## src/rtl/fc_layer_engine.sv

```systemverilog
// Fully-connected layer engine: streams bias/input/weight BRAMs, accumulates one neuron at a time,
// requantises (round, optional ReLU, saturate) and writes the output BRAM. FC_ARGMAX_EN adds class argmax.
module fc_layer_engine #(
   parameter int DATA_W  = 8,
   parameter int ACC_W   = 24,
   parameter int N_IN    = 128,
   parameter int N_OUT   = 5,
   parameter int SHIFT_W = 5,
   localparam int IN_AW  = (N_IN > 1) ? $clog2(N_IN) : 1,
   localparam int W_AW   = ((N_IN * N_OUT) > 1) ? $clog2(N_IN * N_OUT) : 1,
   localparam int OUT_AW = (N_OUT > 1) ? $clog2(N_OUT) : 1
) (
   input  logic                      i_clk,
   input  logic                      i_rst_n,
   input  logic                      i_start,
   input  logic                      i_relu_en,
   input  logic [SHIFT_W-1:0]        i_shift,
   output logic                      o_busy,
   output logic                      o_done,
   output logic [IN_AW-1:0]          o_in_addr,
   input  logic signed [DATA_W-1:0]  i_in_data,
   output logic [W_AW-1:0]           o_w_addr,
   input  logic signed [DATA_W-1:0]  i_w_data,
   output logic [OUT_AW-1:0]         o_b_addr,
   input  logic signed [ACC_W-1:0]   i_b_data,
   output logic                      o_out_we,
   output logic [OUT_AW-1:0]         o_out_addr,
   output logic signed [DATA_W-1:0]  o_out_data,
   output logic [OUT_AW-1:0]         o_class_idx,
   output logic                      o_class_valid
);

   // Wide enough that the rounding constant and any shift up to 2**SHIFT_W-1 stay exact.
   localparam int EXT_W = ACC_W + (2 ** SHIFT_W) + 1;
   localparam logic signed [EXT_W-1:0] SAT_MAX = {{(EXT_W-DATA_W+1){1'b0}}, {(DATA_W-1){1'b1}}};
   localparam logic signed [EXT_W-1:0] SAT_MIN = ~SAT_MAX;
   localparam logic [IN_AW-1:0]  LAST_K = IN_AW'(N_IN - 1);
   localparam logic [OUT_AW-1:0] LAST_O = OUT_AW'(N_OUT - 1);

   typedef enum logic [2:0] {S_IDLE, S_BIAS, S_MAC, S_WRITE, S_DONE} state_t;

   state_t                     r_state;
   state_t                     w_next;
   logic [OUT_AW-1:0]          r_out_idx;
   logic [IN_AW-1:0]           r_k;
   logic signed [ACC_W-1:0]    r_acc;
   logic                       r_relu;
   logic [SHIFT_W-1:0]         r_shift;
   logic [IN_AW-1:0]           w_in_addr;
   logic signed [2*DATA_W-1:0] w_prod;
   logic signed [ACC_W-1:0]    w_prod_ext;
   logic signed [DATA_W-1:0]   w_q;

   function automatic logic signed [DATA_W-1:0] requant(
      input logic signed [ACC_W-1:0] acc,
      input logic [SHIFT_W-1:0]      sh,
      input logic                    relu
   );
      logic signed [EXT_W-1:0] x;
      logic signed [EXT_W-1:0] rnd;
      x   = EXT_W'(acc);
      rnd = '0;
      if (sh != '0) rnd = EXT_W'(1) << (sh - 1'b1);
      x = (x + rnd) >>> sh;
      if (relu && (x < 0)) x = '0;
      if (x > SAT_MAX)      x = SAT_MAX;
      else if (x < SAT_MIN) x = SAT_MIN;
      return x[DATA_W-1:0];
   endfunction

   assign w_prod     = i_in_data * i_w_data;
   assign w_prod_ext = ACC_W'(w_prod);
   assign w_q        = requant(r_acc, r_shift, r_relu);

   always_ff @(posedge i_clk or negedge i_rst_n) begin
      if (!i_rst_n) r_state <= S_IDLE;
      else          r_state <= w_next;
   end

   always_comb begin
      w_next     = r_state;
      o_busy     = (r_state != S_IDLE);
      o_done     = 1'b0;
      o_out_we   = 1'b0;
      o_out_addr = '0;
      o_out_data = '0;
      o_b_addr   = '0;
      o_w_addr   = '0;
      w_in_addr  = '0;
      case (r_state)
         S_IDLE:  if (i_start) w_next = S_BIAS;
         S_BIAS: begin
            w_next   = S_MAC;
            o_b_addr = r_out_idx;
         end
         S_MAC: begin
            if (r_k == LAST_K) w_next = S_WRITE;
            o_b_addr  = r_out_idx;
            w_in_addr = (r_k == LAST_K) ? LAST_K : r_k + 1'b1;
         end
         S_WRITE: begin
            w_next     = (r_out_idx == LAST_O) ? S_DONE : S_BIAS;
            o_out_we   = 1'b1;
            o_out_addr = r_out_idx;
            o_out_data = w_q;
         end
         S_DONE: begin
            w_next = S_IDLE;
            o_done = 1'b1;
         end
         default: w_next = S_IDLE;
      endcase
      if ((r_state == S_BIAS) || (r_state == S_MAC))
         o_w_addr = W_AW'(r_out_idx) * W_AW'(N_IN) + W_AW'(w_in_addr);
      o_in_addr = w_in_addr;
   end

   always_ff @(posedge i_clk or negedge i_rst_n) begin
      if (!i_rst_n) begin
         r_out_idx <= '0;
         r_k       <= '0;
         r_acc     <= '0;
         r_relu    <= 1'b0;
         r_shift   <= '0;
      end else begin
         case (r_state)
            S_IDLE: begin
               r_out_idx <= '0;
               r_k       <= '0;
               if (i_start) begin
                  r_relu  <= i_relu_en;
                  r_shift <= i_shift;
               end
            end
            S_BIAS: r_k <= '0;
            S_MAC: begin
               // First tap folds in the bias fetched during BIAS; the sum wraps at ACC_W.
               r_acc <= (r_k == '0) ? (i_b_data + w_prod_ext) : (r_acc + w_prod_ext);
               if (r_k != LAST_K) r_k <= r_k + 1'b1;
            end
            S_WRITE: if (r_out_idx != LAST_O) r_out_idx <= r_out_idx + 1'b1;
            default: ;
         endcase
      end
   end

`ifdef FC_ARGMAX_EN
   logic signed [DATA_W-1:0] r_max;
   logic [OUT_AW-1:0]        r_max_idx;
   logic [OUT_AW-1:0]        r_class_idx;
   logic                     r_class_valid;
   logic                     w_better;

   // Strictly greater replaces, so ties keep the lowest index.
   assign w_better = (r_out_idx == '0) || (w_q > r_max);

   always_ff @(posedge i_clk or negedge i_rst_n) begin
      if (!i_rst_n) begin
         r_max         <= '0;
         r_max_idx     <= '0;
         r_class_idx   <= '0;
         r_class_valid <= 1'b0;
      end else begin
         if ((r_state == S_IDLE) && i_start) r_class_valid <= 1'b0;
         if (r_state == S_WRITE) begin
            if (w_better) begin
               r_max     <= w_q;
               r_max_idx <= r_out_idx;
            end
            if (r_out_idx == LAST_O) begin
               r_class_idx   <= w_better ? r_out_idx : r_max_idx;
               r_class_valid <= 1'b1;
            end
         end
      end
   end

   assign o_class_idx   = r_class_idx;
   assign o_class_valid = r_class_valid;
`else
   assign o_class_idx   = '0;
   assign o_class_valid = 1'b0;
`endif

endmodule

```

## config.mk

```make
export PLATFORM = sky130hd
export DESIGN_NAME = fc_layer_engine
export DESIGN_NICKNAME = d
export VERILOG_FILES = /design/src/rtl/fc_layer_engine.sv
export SDC_FILE = /design/constraint.sdc
export NUM_CORES = 1
export LEC_CHECK = 0
export CORE_AREA = 2 2 182 184
export DETAILED_ROUTE_END_ITERATION = 10
export DIE_AREA = 0 0 184 186
export DONT_BUFFER_PORTS = 1
export PLACE_DENSITY = 0.54
export SYNTH_ARGS = -nofsm -noshare
export SYNTH_HDL_FRONTEND = slang
export SYNTH_SLANG_ARGS = --single-unit
```

## constraint.sdc

```tcl
create_clock -name i_clk -period 6.85 [get_ports i_clk]
set_input_delay 1.37 -clock i_clk [delete_from_list [all_inputs] [get_ports i_clk]]
set_output_delay 1.37 -clock i_clk [all_outputs]
set_load 0.1 [all_outputs]
```

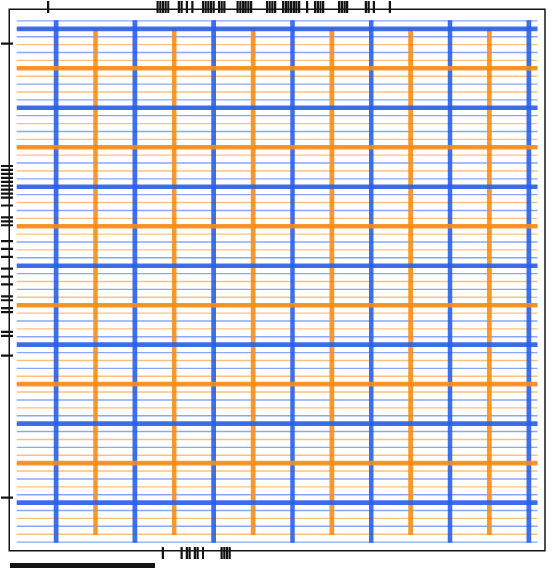
Fig. 1. Floorplan with the power grid.
Scale bar: 50 um. Pins as bars on the die edge.
color	net
orange	VDD
blue	VSS
rows	66
met4 straps	13
met1 rails	67

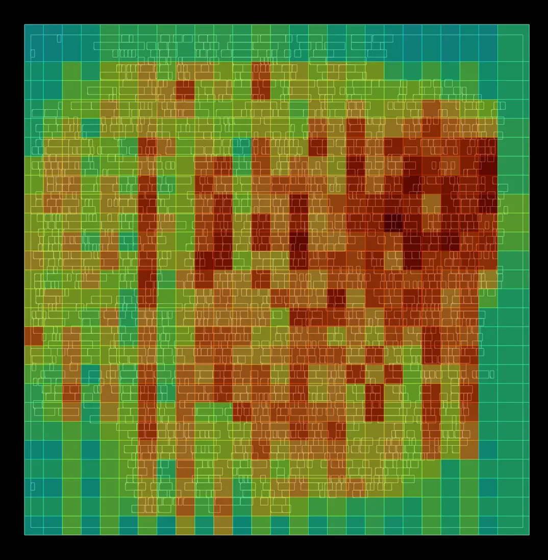
Fig. 2. Track usage over the die.
global route hottest layer: met2
Tot GR Track Use: 0.255
fin util: 0.516
Global Route met3 Usage: 0.0327
GR Layer Usage met2: 0.458

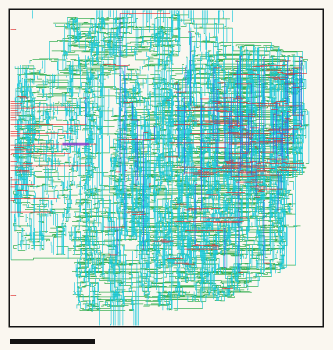
Fig. 3. Wiring by layer.
Scale bar: 50 um.
color	layer	wire length
cyan	M2	22.3 mm
green	M1	18400 um
blue	M4	1680 um
red	M3	1950 um
purple	M5	13.8 um

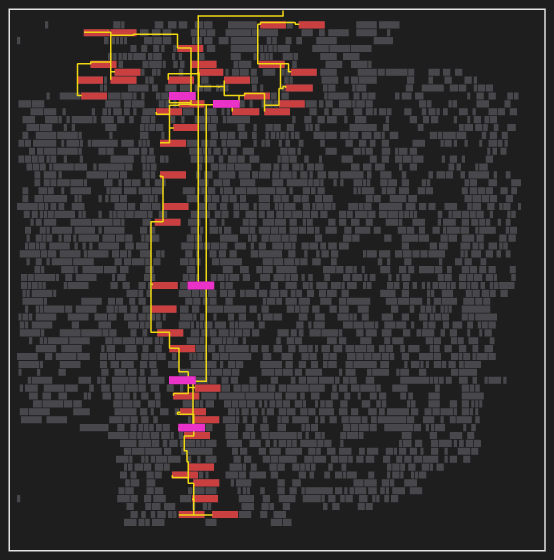
Fig. 4. Clock network drawn from the DEF.
[yellow] clock wires | length: 705 um
[red] flip-flops | count: 43
[magenta] clock-net drivers | count: 5
routed clock nets	6

-- routing by layer --
layer	track usage	up-vias	part of all wire
li1	-	6415	-
met1	0.305	6440	0.42
met2	0.458	377	0.50
met3	0.0327	101	0.044
met4	0.107	2	0.038
met5	0	-	0.00029
-- repair_timing --
action,in CTS,in global routing
buffers inserted,28,25
endpoints found under the setup margin,9,11
endpoints found under the hold margin,0,0
gates resized,106,94
gates cloned,0,0
pin swaps,73,58
-- cell families (layout without fill, tap and decap cells) --
logic type	after synthesis	count (layout)	share of synthesized area
adder cells (fa/ha/maj)	147	147	0.187
AND/OR/NAND/NOR	567	567	0.236
multiplexers	82	82	0.0783
flip-flops	43	43	0.0891
buffers and inverters	197	504	0.0772
AND-OR/OR-AND	475	475	0.288
XOR/XNOR	59	59	0.0434
other	2	10	0.000622
-- registers in the layout, summed over array words and instances, names as in the netlist --
name       flops
r_acc         24
r_k            7
r_relu         1
r_shift        5
r_state        3
r_out_idx      3
-- power groups by stage --
stage / registers [mW] / clock network [mW] / logic, mW
3_5_place_dp: 0.481 / 0 / 6.98
4_1_cts: 0.478 / 0.318 / 7.59
5_1_grt: 0.495 / 0.330 / 8.66
6_report: 0.481 / 0.312 / 7.91
2_1_floorplan: 0.454 / 0 / 4.45
3_3_place_gp: 0.478 / 0 / 6.86
-- area by class of cell --
cell class              instances  area [um^2]
diodes                          4         10.0
flip-flops and latches         43         1080
multi-input cells            1336        11200
clock buffers                   6          129
repair buffers                398         3290
inverters                      98          373
fillers                      3118        15600
clock inverters                 2         60.1
well taps                     408          510
-- cells in the final DEF (no fill, tap or decap), drive strengths merged, types with 51 or more instances in the layout --
master	count
buf	395
nand2	167
nor2	121
a21oi	108
inv	98
o21ai	95
ha	89
fa	57
and2	55
nor3	51
==> flow_metrics.tcl <==
# flow metrics
set metrics [dict create \
    start_kind "register" \
    arrival_ns 5.47 \
    cts_tree "done" \
    yosys_cells 1572 \
    max_slew.worst_pin.slew_ns 1.19 \
    die_h_um 186 \
    crit_top_cell "buf_4" \
    antenna_found_initial 5 \
    synth-edff-count 0 \
    critPathKind "register to primary output" \
    slew-limit-headroom 0.205 \
    p_leak_nw 7.35 \
    synthCells 1572 \
    common_cells "nand2_1, nor2_1, a21oi_1" \
    avgSynthCellArea_um2 7.68 \
    crit_family "AND-OR/OR-AND gates" \
    cp.depth 25 \
    crit_buf_inv 11 \
    yosysUniqueCellTypes 118 \
    status "completed" \
    fp_util 0.375 \
    tns_ns 0 \
]
Power figures rest on the tool's default switching activity, not on a simulated workload.
